density.png
Drawn at 3 px/µm. The die is cut into 14 by 14 equal tiles; black is low, pale yellow is high, 0 to 100% covered.
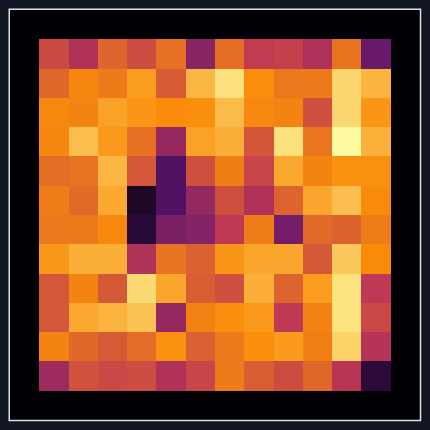
final_clocks.png
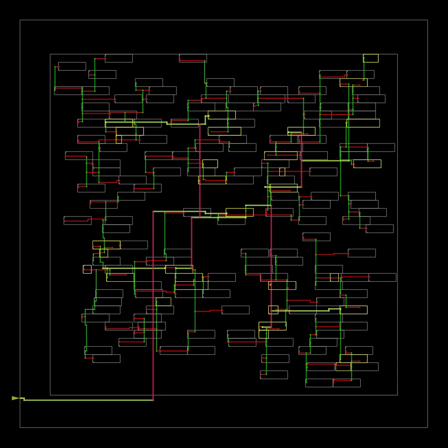
met2.png
Drawn at 3 px/µm.
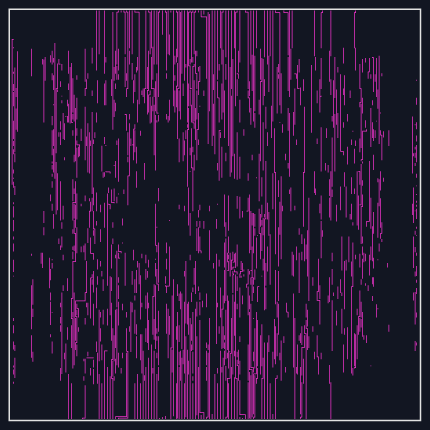
registers.png
Drawn at 3 px/µm.
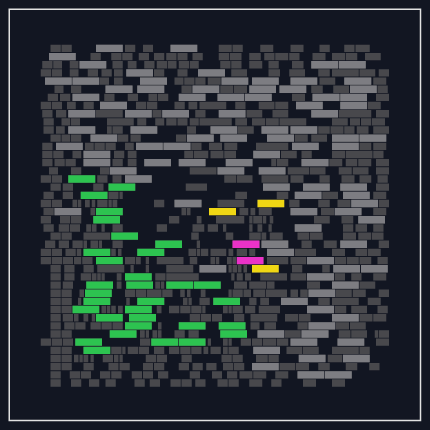
pdn.png
Drawn at 3 px/µm. Pins as bars on the die edge.
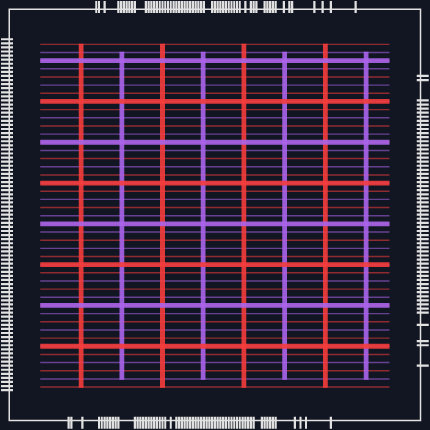
## config.mk

```make
export PLATFORM = sky130hd
export DESIGN_NAME = mem_arbiter
export DESIGN_NICKNAME = d
export VERILOG_FILES = /design/src/rtl/mem_arbiter.sv
export SDC_FILE = /design/constraint.sdc
export NUM_CORES = 1
export LEC_CHECK = 0
export CAP_MARGIN = 20
export CORE_MARGIN = 10
export CORE_UTILIZATION = 41
export CTS_CLUSTER_SIZE = 14
export DETAILED_ROUTE_END_ITERATION = 10
export PLACE_DENSITY_LB_ADDON = 0.08
export SKIP_CTS_REPAIR_TIMING = 1
export SYNTH_ARGS = -nofsm -noshare
export SYNTH_HDL_FRONTEND = slang
export SYNTH_SLANG_ARGS = --single-unit
```

## constraint.sdc

```tcl
create_clock -name CLK -period 3 [get_ports CLK]
set_clock_uncertainty 0.15 [all_clocks]
set_input_delay 0.45 -clock CLK [delete_from_list [all_inputs] [get_ports CLK]]
set_output_delay 0.45 -clock CLK [all_outputs]
set_load 0.02 [all_outputs]
```

## src/rtl/mem_arbiter.sv

```systemverilog
// mem_arbiter: arbitrates instruction fetches and data accesses onto one RAM port,
// data first but bounded so a waiting fetch gets through after STARVE_MAX data grants.
module mem_arbiter #(
  parameter int STARVE_MAX = 4,
  parameter int LAT_CNT_W  = 3
) (
  input  logic        CLK,
  input  logic        nRST,
  input  logic        iREN,
  input  logic [31:0] iaddr,
  output logic        iwait,
  output logic [31:0] iload,
  input  logic        dREN,
  input  logic        dWEN,
  input  logic [31:0] daddr,
  input  logic [31:0] dstore,
  output logic        dwait,
  output logic [31:0] dload,
  output logic        ramREN,
  output logic        ramWEN,
  output logic [31:0] ramaddr,
  output logic [31:0] ramstore,
  input  logic [31:0] ramload,
  input  logic [1:0]  ramstate,
  output logic        merr
);
  typedef enum logic [1:0] {IDLE, IGRANT, DGRANT} state_t;
  localparam logic [LAT_CNT_W-1:0] SMAX = LAT_CNT_W'(STARVE_MAX);
  localparam logic [1:0] ACCESS = 2'd2, ERROR = 2'd3;
  state_t r_state, w_next;
  logic [LAT_CNT_W-1:0] r_dcount;
  logic [31:0] r_addr, r_store, r_iload, r_dload;
  logic r_ren, r_wen;
  logic w_dreq, w_pick_d, w_grant, w_done, w_idone, w_ddone, w_ild, w_dld;
  assign w_dreq   = dREN | dWEN;
  assign w_pick_d = w_dreq && (!iREN || r_dcount < SMAX);
  assign w_grant  = r_state != IDLE;
  assign w_done   = w_grant && ramstate == ACCESS;
  assign w_idone  = w_done && r_state == IGRANT;
  assign w_ddone  = w_done && r_state == DGRANT;
  assign w_ild    = w_idone;
  assign w_dld    = w_ddone && r_ren;
  always_ff @(posedge CLK or negedge nRST)
    if (!nRST) r_state <= IDLE;
    else r_state <= w_next;
  always_comb begin
    w_next = r_state;
    if (r_state == IDLE) w_next = w_pick_d ? DGRANT : (iREN ? IGRANT : IDLE);
    else if (ramstate == ACCESS || ramstate == ERROR) w_next = IDLE;
  end
  // Holding registers own the RAM bus; they are cleared on return to IDLE so the bus idles at zero.
  always_ff @(posedge CLK or negedge nRST)
    if (!nRST) begin
      r_addr  <= '0;
      r_store <= '0;
      r_ren   <= 1'b0;
      r_wen   <= 1'b0;
    end else if (r_state == IDLE && w_next != IDLE) begin
      r_addr  <= w_pick_d ? daddr : iaddr;
      r_store <= w_pick_d ? dstore : '0;
      r_wen   <= w_pick_d && dWEN;
      r_ren   <= !(w_pick_d && dWEN);
    end else if (w_grant && w_next == IDLE) begin
      r_addr  <= '0;
      r_store <= '0;
      r_ren   <= 1'b0;
      r_wen   <= 1'b0;
    end
  always_ff @(posedge CLK or negedge nRST)
    if (!nRST) r_dcount <= '0;
    else if (w_ddone) r_dcount <= iREN ? (r_dcount == SMAX ? SMAX : r_dcount + 1'b1) : '0;
    else if (w_idone) r_dcount <= '0;
  always_ff @(posedge CLK or negedge nRST)
    if (!nRST) begin
      r_iload <= '0;
      r_dload <= '0;
    end else begin
      if (w_ild) r_iload <= ramload;
      if (w_dld) r_dload <= ramload;
    end
  assign iwait    = !w_idone;
  assign dwait    = !w_ddone;
  assign iload    = w_ild ? ramload : r_iload;
  assign dload    = w_dld ? ramload : r_dload;
  assign ramREN   = r_ren;
  assign ramWEN   = r_wen;
  assign ramaddr  = r_addr;
  assign ramstore = r_store;
  assign merr     = w_grant && ramstate == ERROR;
endmodule
```

==> run summary <==
Main area contributors -> dfrtp_1 61%, mux2_4 8.1%, mux2_2 6.9%, mux2i_1 5.7%, a22o_1 5.0%
Max Transition Viols Final -> 0
Critical path fanouts, max -> 8
Post-DP HPWL -> 13000 µm
PwrDens -> 1000 mW/mm²
Biggest cell delay along the critical path -> 0.54 ns
Peak VDD IR -> 0.498 mV
Reg2reg path depth -> 8
Warnings from Yosys -> 0
Launching point of the worst reg2reg path -> r_state[1]$_DFF_PN0_
Largest delay share family, worst path -> buffers and inverters
Die width -> 137 µm
Nets -> 809
Data arrival, critical path -> 2.35 ns
Reg clk slew, reported paths -> 0.05 ns
PortBufs -> 267
H-tree Lvls -> 4
CTS tree -> yes
Outcome -> completed
Largest net degree at the start of global routing -> 81
Final Cycle Share -> 0.982
Adder Area Share -> 0.00674
Cells along the critical path -> clkdlybuf4s50_1 -> and4bb_4 -> nand2_4 -> buf_12 -> mux2_4 -> clkdlybuf4s50_1
Placement Cell Area -> 0.00847 mm²
DRT antenna net count -> 0
Leak Pwr -> 5.05 nW
Complex Gates by Area -> 0.0943
Grt total ovfl -> 0
CTS Buffer Depth -> 2
XOR-XNOR Cells, Area Fraction -> 0
Cell repeated most along the worst path -> clkdlybuf4s50_1
Worst Hold Path EP -> ramaddr[2]$_DFFE_PN0P_
Min Tclk post-route -> 2.95 ns
Distinct lib cells -> 32
GRT Util Overall -> 0.182
1st-pass router iterations -> 5
WL per Instance -> 19.9 µm
Tool Warnings -> 27
Worst hold slack -> 0.330 ns
Min-delay worst type -> register to register
Post-Route WL -> 17100 µm
Largest logic family -> multiplexers
Worst hold start -> ramaddr[2]$_DFFE_PN0P_
Most frequent cells after synthesis -> 135 x dfrtp_1, 39 x nand2_1, 35 x o21ai_0
Max-Cap Viols -> 0
Die area -> 0.0187 mm²
Inserted Clock Buffers -> 17
CP endpoint kind -> primary output
Count leader, synth -> dfrtp_1
Final core utilization -> 0.698
DRT iter0 DRCs -> 135
Post-synth ARST share -> 1.00
Top_reg_cell synth -> dfrtp_1
DR vias/cell -> 4.86
Fin. Hold Viols -> 0
R2R Setup Slk -> 0.82 ns
Mapped Area -> 0.00557 mm²
Slew HR -> 0.503
Vias in the first global route -> 4708
Reg-to-reg critical path endpoint -> ramstore[9]$_DFFE_PN0P_
First-pass GRT wire length -> 26100 µm
Cell type with the largest total area -> dfrtp_1
Non-Filler Instances -> 860
CORE AREA -> 0.0133 mm²
Layout cells sized above 1 -> 0.178
Fmax -> 0.339 GHz
Worst-margin pin slew -> 0.746 ns
Antenna Cells -> 0
Simple Share, Synth -> 0.0442
Final WS setup -> 0.0531 ns
Worst hold path stage count -> 2
CP startpoint kind -> primary input
Flops after synth -> 135
Synth mux share -> 0.207
CP Class -> primary input to primary output
CP bufs+invs -> 3
Post-synthesis cell count -> 394
Post-Place Worst Slack -> -0.0202 ns
Post-synth net total -> 532
RSZ-0062 raised after global routing -> no
Placed insts -> 827
Syn_area_per_cell -> 14.1 µm²
Final Setup Violations -> 0
Ports -> 268
Count of library flops with an enable pin -> 0
Register share after synthesis -> 0.606
Die extent in y -> 137 µm
Slowest cell on crit path -> clkdlybuf4s50_1
-- density.png (at the start) --
tiles over 75% full: 25%
nearly empty tiles: 27%
mean over tiles: 49%
fullest tile: 99%

-- final_clocks.png (at the start) --
clk sinks: 135
Layout clock buffers: 21
Clock net power: 2.24 mW
Flop Count: 135
clock latency at the later pin of the worst-skew pair: 0.41 ns

-- met2.png (at the start) --
nets with wire on the layer: 728
longest straight run: 48.4 µm
share of all routed wire: 49%

-- registers.png (at the start) --
| signal | colour | placed flops |
|---|---|---|
| r_dcount | yellow | 3 |
| ramaddr | green | 32 |
| r_state | magenta | 2 |

-- pdn.png (at the start) --
| net | colour |
|---|---|
| VDD | purple |
| VSS | red |
met5 straps: 8
met4 straps: 8
met1 rails: 43
rows: 42
signal pins: 268

==> where the power goes <==
part / internal (mW) / total [mW] / switching (mW)
sequential: 2.52 / 2.83 / 0.302
clock: 1.48 / 2.24 / 0.764
combinational: 2.05 / 4.25 / 2.21
total: 6.05 / 9.32 / 3.27
==> routing by layer <==
layer  track usage  vias to the layer above  wire [µm]
li1              -                     1953          -
met1         0.197                     2036       6700
met2         0.296                      172       8420
met3         0.106                       18       1780
met4        0.0550                        0        174
met5             0                        -          0
==> cell usage in the layout (no fill, tap or decap), types with 6 or more instances in the layout <==
master	synthesis	layout
clkdlybuf4s50_1	0	205
clkbuf_16	0	17
mux2_4	30	30
o21ai_0	35	35
buf_12	3	6
nand2_1	39	39
inv_1	8	8
a22o_1	32	32
buf_4	2	9
mux2i_1	32	32
dlymetal6s2s_1	0	61
dfrtp_1	135	135
mux2_2	34	34
==> final cells by class <==
cell class / instances / area (µm²)
Clock buffer: 21 / 480
Clock inverter: 11 / 170
Sequential cell: 135 / 3380
Fill cell: 987 / 4010
Timing Repair Buffer: 283 / 3020
Tap cell: 176 / 220
Inverter: 8 / 30.0
Multi-Input combinational cell: 226 / 1980
==> registers in the layout (all words and copies together) (netlist names) <==
signal	flops
r_dload	32
r_iload	32
ramaddr	32
ramstore	32
r_dcount	3
r_state	2
ramREN	1
ramWEN	1
==> worst max path at each step <==
stage	slack [ns]	endpoint	depth (start not counted)	from
6_report	0.05	dload[3]	6	ramstate[0]
5_1_grt	0.0006	dload[3]	6	ramstate[0]
2_1_floorplan	0.67	ramstore[10]$_DFFE_PN0P_	11	dREN
4_1_cts	-0.02	iload[17]	5	ramstate[1]
3_3_place_gp	0.02	iload[17]	5	ramstate[1]
3_5_place_dp	-0.02	iload[17]	5	ramstate[1]
No activity file was given, so power comes from the tool's default toggle rates.
